File: src/rtl/guess_game_fsm.sv
// Rotating-lamp reaction game: one lamp walks across W positions on en ticks.
// A correct press scores and speeds the walk up; a wrong press resets the speed.
module guess_game_fsm #(
    parameter int W    = 4,
    parameter int N    = 4,
    parameter int HOLD = 3
) (
    input  logic         clk,
    input  logic         rst_n,
    input  logic         en,
    input  logic [W-1:0] b,
    output logic [W-1:0] y,
    output logic         win,
    output logic         lose,
    output logic [7:0]   score,
    output logic [N-1:0] level
);

    localparam int PW = (W > 1) ? $clog2(W) : 1;
    localparam int HW = (HOLD > 1) ? $clog2(HOLD) : 1;

    localparam logic [1:0] S_RUN  = 2'd0;
    localparam logic [1:0] S_WIN  = 2'd1;
    localparam logic [1:0] S_LOSE = 2'd2;
    localparam logic [1:0] S_REL  = 2'd3;

    localparam logic [PW-1:0] POS_LAST  = PW'(W - 1);
    localparam logic [HW-1:0] HOLD_LAST = HW'(HOLD - 1);
    // Level tops out one short of all-ones so the reload never drops below 1.
    localparam logic [N-1:0]  LEVEL_MAX = ~N'(1);

    logic [1:0]    state_q, state_d;
    logic [PW-1:0] pos_q, pos_d;
    logic [N-1:0]  dwell_q, dwell_d;
    logic [HW-1:0] hold_q, hold_d;
    logic [N-1:0]  level_q, level_d;
    logic [7:0]    score_q, score_d;
    logic [W-1:0]  b_prev_q, b_prev_d;

    logic [W-1:0]  lit;
    logic [W-1:0]  press;
    logic          press_any;
    logic          press_hit;
    logic [N-1:0]  reload;

    assign lit       = W'(1) << pos_q;
    assign press     = b & ~b_prev_q;
    assign press_any = |press;
    assign press_hit = (b == lit);
    // (2^N - 1) - level is simply the bitwise complement in N bits.
    assign reload    = ~level_q;

    always_comb begin
        state_d  = state_q;
        pos_d    = pos_q;
        dwell_d  = dwell_q;
        hold_d   = hold_q;
        level_d  = level_q;
        score_d  = score_q;
        b_prev_d = b;

        case (state_q)
            S_RUN: begin
                // A press outranks a coincident advance tick and is judged on the current lamp.
                if (press_any) begin
                    hold_d = '0;
                    if (press_hit) begin
                        state_d = S_WIN;
                        if (score_q != 8'hFF) begin
                            score_d = score_q + 8'd1;
                        end
                        if (level_q != LEVEL_MAX) begin
                            level_d = level_q + N'(1);
                        end
                    end else begin
                        state_d = S_LOSE;
                        level_d = '0;
                    end
                end else if (en) begin
                    if (dwell_q == '0) begin
                        pos_d   = (pos_q == POS_LAST) ? '0 : pos_q + PW'(1);
                        dwell_d = reload;
                    end else begin
                        dwell_d = dwell_q - N'(1);
                    end
                end
            end

            S_WIN, S_LOSE: begin
                if (en) begin
                    if (hold_q == HOLD_LAST) begin
                        state_d = S_REL;
                    end else begin
                        hold_d = hold_q + HW'(1);
                    end
                end
            end

            S_REL: begin
                // Wait for every button to be released so a held button cannot score on re-entry.
                if (b == '0) begin
                    state_d = S_RUN;
                    pos_d   = '0;
                    dwell_d = reload;
                end
            end

            default: begin
                state_d = S_RUN;
            end
        endcase
    end

    always_ff @(posedge clk) begin
        if (!rst_n) begin
            state_q  <= S_RUN;
            pos_q    <= '0;
            dwell_q  <= '1;
            hold_q   <= '0;
            level_q  <= '0;
            score_q  <= '0;
            b_prev_q <= '0;
        end else begin
            state_q  <= state_d;
            pos_q    <= pos_d;
            dwell_q  <= dwell_d;
            hold_q   <= hold_d;
            level_q  <= level_d;
            score_q  <= score_d;
            b_prev_q <= b_prev_d;
        end
    end

    always_comb begin
        y = '0;
        case (state_q)
            S_RUN:   y = lit;
            S_WIN:   y = '1;
            default: y = '0;
        endcase
    end

    assign win   = (state_q == S_WIN);
    assign lose  = (state_q == S_LOSE);
    assign score = score_q;
    assign level = level_q;

endmodule
File: config.mk
export PLATFORM = sky130hd
export DESIGN_NAME = guess_game_fsm
export DESIGN_NICKNAME = d
export VERILOG_FILES = /design/src/rtl/guess_game_fsm.sv
export SDC_FILE = /design/constraint.sdc
export NUM_CORES = 1
export LEC_CHECK = 0
export ABC_AREA = 1
export CAP_MARGIN = 20
export CORE_MARGIN = 3
export CORE_UTILIZATION = 55
export CTS_CLUSTER_DIAMETER = 200
export CTS_CLUSTER_SIZE = 14
export DETAILED_ROUTE_END_ITERATION = 16
export PLACE_DENSITY = 0.8
export SLEW_MARGIN = 20
export SYNTH_ARGS = -nofsm -noshare
export SYNTH_HDL_FRONTEND = slang
export SYNTH_SLANG_ARGS = --single-unit
File: constraint.sdc
create_clock -name clk -period 1.7 [get_ports clk]
set_input_delay 0.51 -clock clk [delete_from_list [all_inputs] [get_ports clk]]
set_output_delay 0.51 -clock clk [all_outputs]
set_load 0.01 [all_outputs]
### The metal 2 layer

Cells faint in the background.
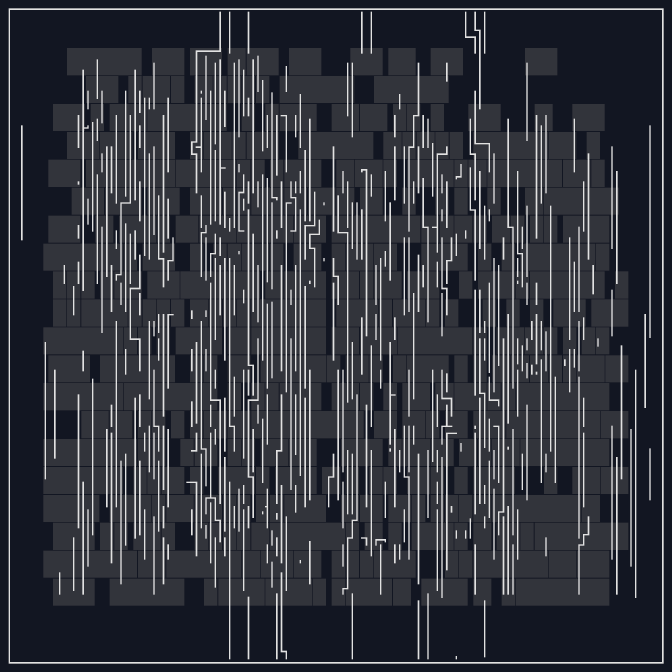
wire length on this layer: 2510 µm
main direction: vertical
nets with wire on the layer: 295

==> impl_metrics.yaml <==
# generated from flow reports
status:
  status: "finished with violations"
  violations: "setup timing"
critical_path:
  path_class: "register to primary output"
  critPathSlowestCell: "dfxtp_4"
  path_cells: "inv_4, ha_4, inv_1, o21ai_1, buf_2"
grt:
  grt_use_met2_pct: 40.68
  busiest_layer: "met2"
  gr-total-overflow: 0
  grt_pass1_wl_mm: 7.583
place:
  hpwl_mm: 3.357
final_layout:
  layout.nonclk_buf_share_pct: 19.42
  final_core_util_pct: 84.07
sta:
  fin_hold_ws_ns: 0.4419
  final-hold-violation-count: 0
  worst_slack_ns: -0.07908
  setup_viol: 11
route:
  route.met3.wl_um: 129
clock_tree:
  clkTransAtPathRegs_ns: 0.16
  cts_made_buffers: 3
die:
  io_pins: 25
### Gate families picked out

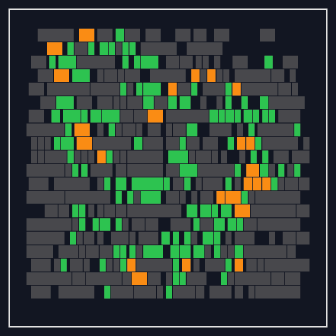
| color | family | cells |
|---|---|---|
| green | nand cells | 112 |
| orange | aoi and oai cells | 24 |

[synth_stat cells]
master / instances / area (µm²)
a21oi_1: 7 / 35.03
a21oi_2: 7 / 61.31
and2_1: 1 / 6.260
buf_2: 1 / 5.000
buf_6: 1 / 11.26
clkbuf_1: 1 / 3.750
dfxtp_1: 26 / 520.5
ha_1: 13 / 162.7
inv_1: 38 / 142.6
inv_2: 7 / 26.28
nand2_1: 75 / 281.5
nand2_2: 7 / 43.79
nand2_4: 1 / 11.26
nand3_1: 23 / 115.1
nand3_4: 1 / 17.52
nand3b_1: 1 / 7.510
nand4_1: 4 / 25.02
nor2_1: 32 / 120.1
nor2_2: 1 / 6.260
nor2_4: 4 / 45.04
nor2_8: 1 / 20.02
nor3_4: 1 / 16.27
o21ai_0: 7 / 35.03
o21ai_1: 2 / 10.01
o31ai_1: 1 / 7.510
or2_2: 2 / 12.51
xor2_1: 8 / 70.07
[repair_timing]
action	4_1_cts	5_1_grt
setup buffers	1	6
pin swaps	1	28
gates resized	75	35
cloned	0	0
setup endpoints to repair	18	28
[path summary, 6_finish.rpt]
check	from	endpoint	slack, ns
hold / removal	b[2]	b_prev_q[2]$_SDFF_PN0_	0.44
hold reg to reg	score[1]$_SDFFE_PN0P_	score[1]$_SDFFE_PN0P_	0.52
setup / recovery	pos_q[1]$_SDFFE_PN0P_	y[0]	-0.08
setup reg to reg	pos_q[1]$_SDFFE_PN0P_	score[5]$_SDFFE_PN0P_	-0.03
[where the power goes]
group / internal [mW] / switching, mW / leakage [nW]
clock: 0.239 / 0.213 / 0.0279
combinational: 0.591 / 0.805 / 1.07
sequential: 0.686 / 0.0570 / 0.218
total: 1.52 / 1.07 / 1.32
No activity file was given, so power comes from the tool's default toggle rates.
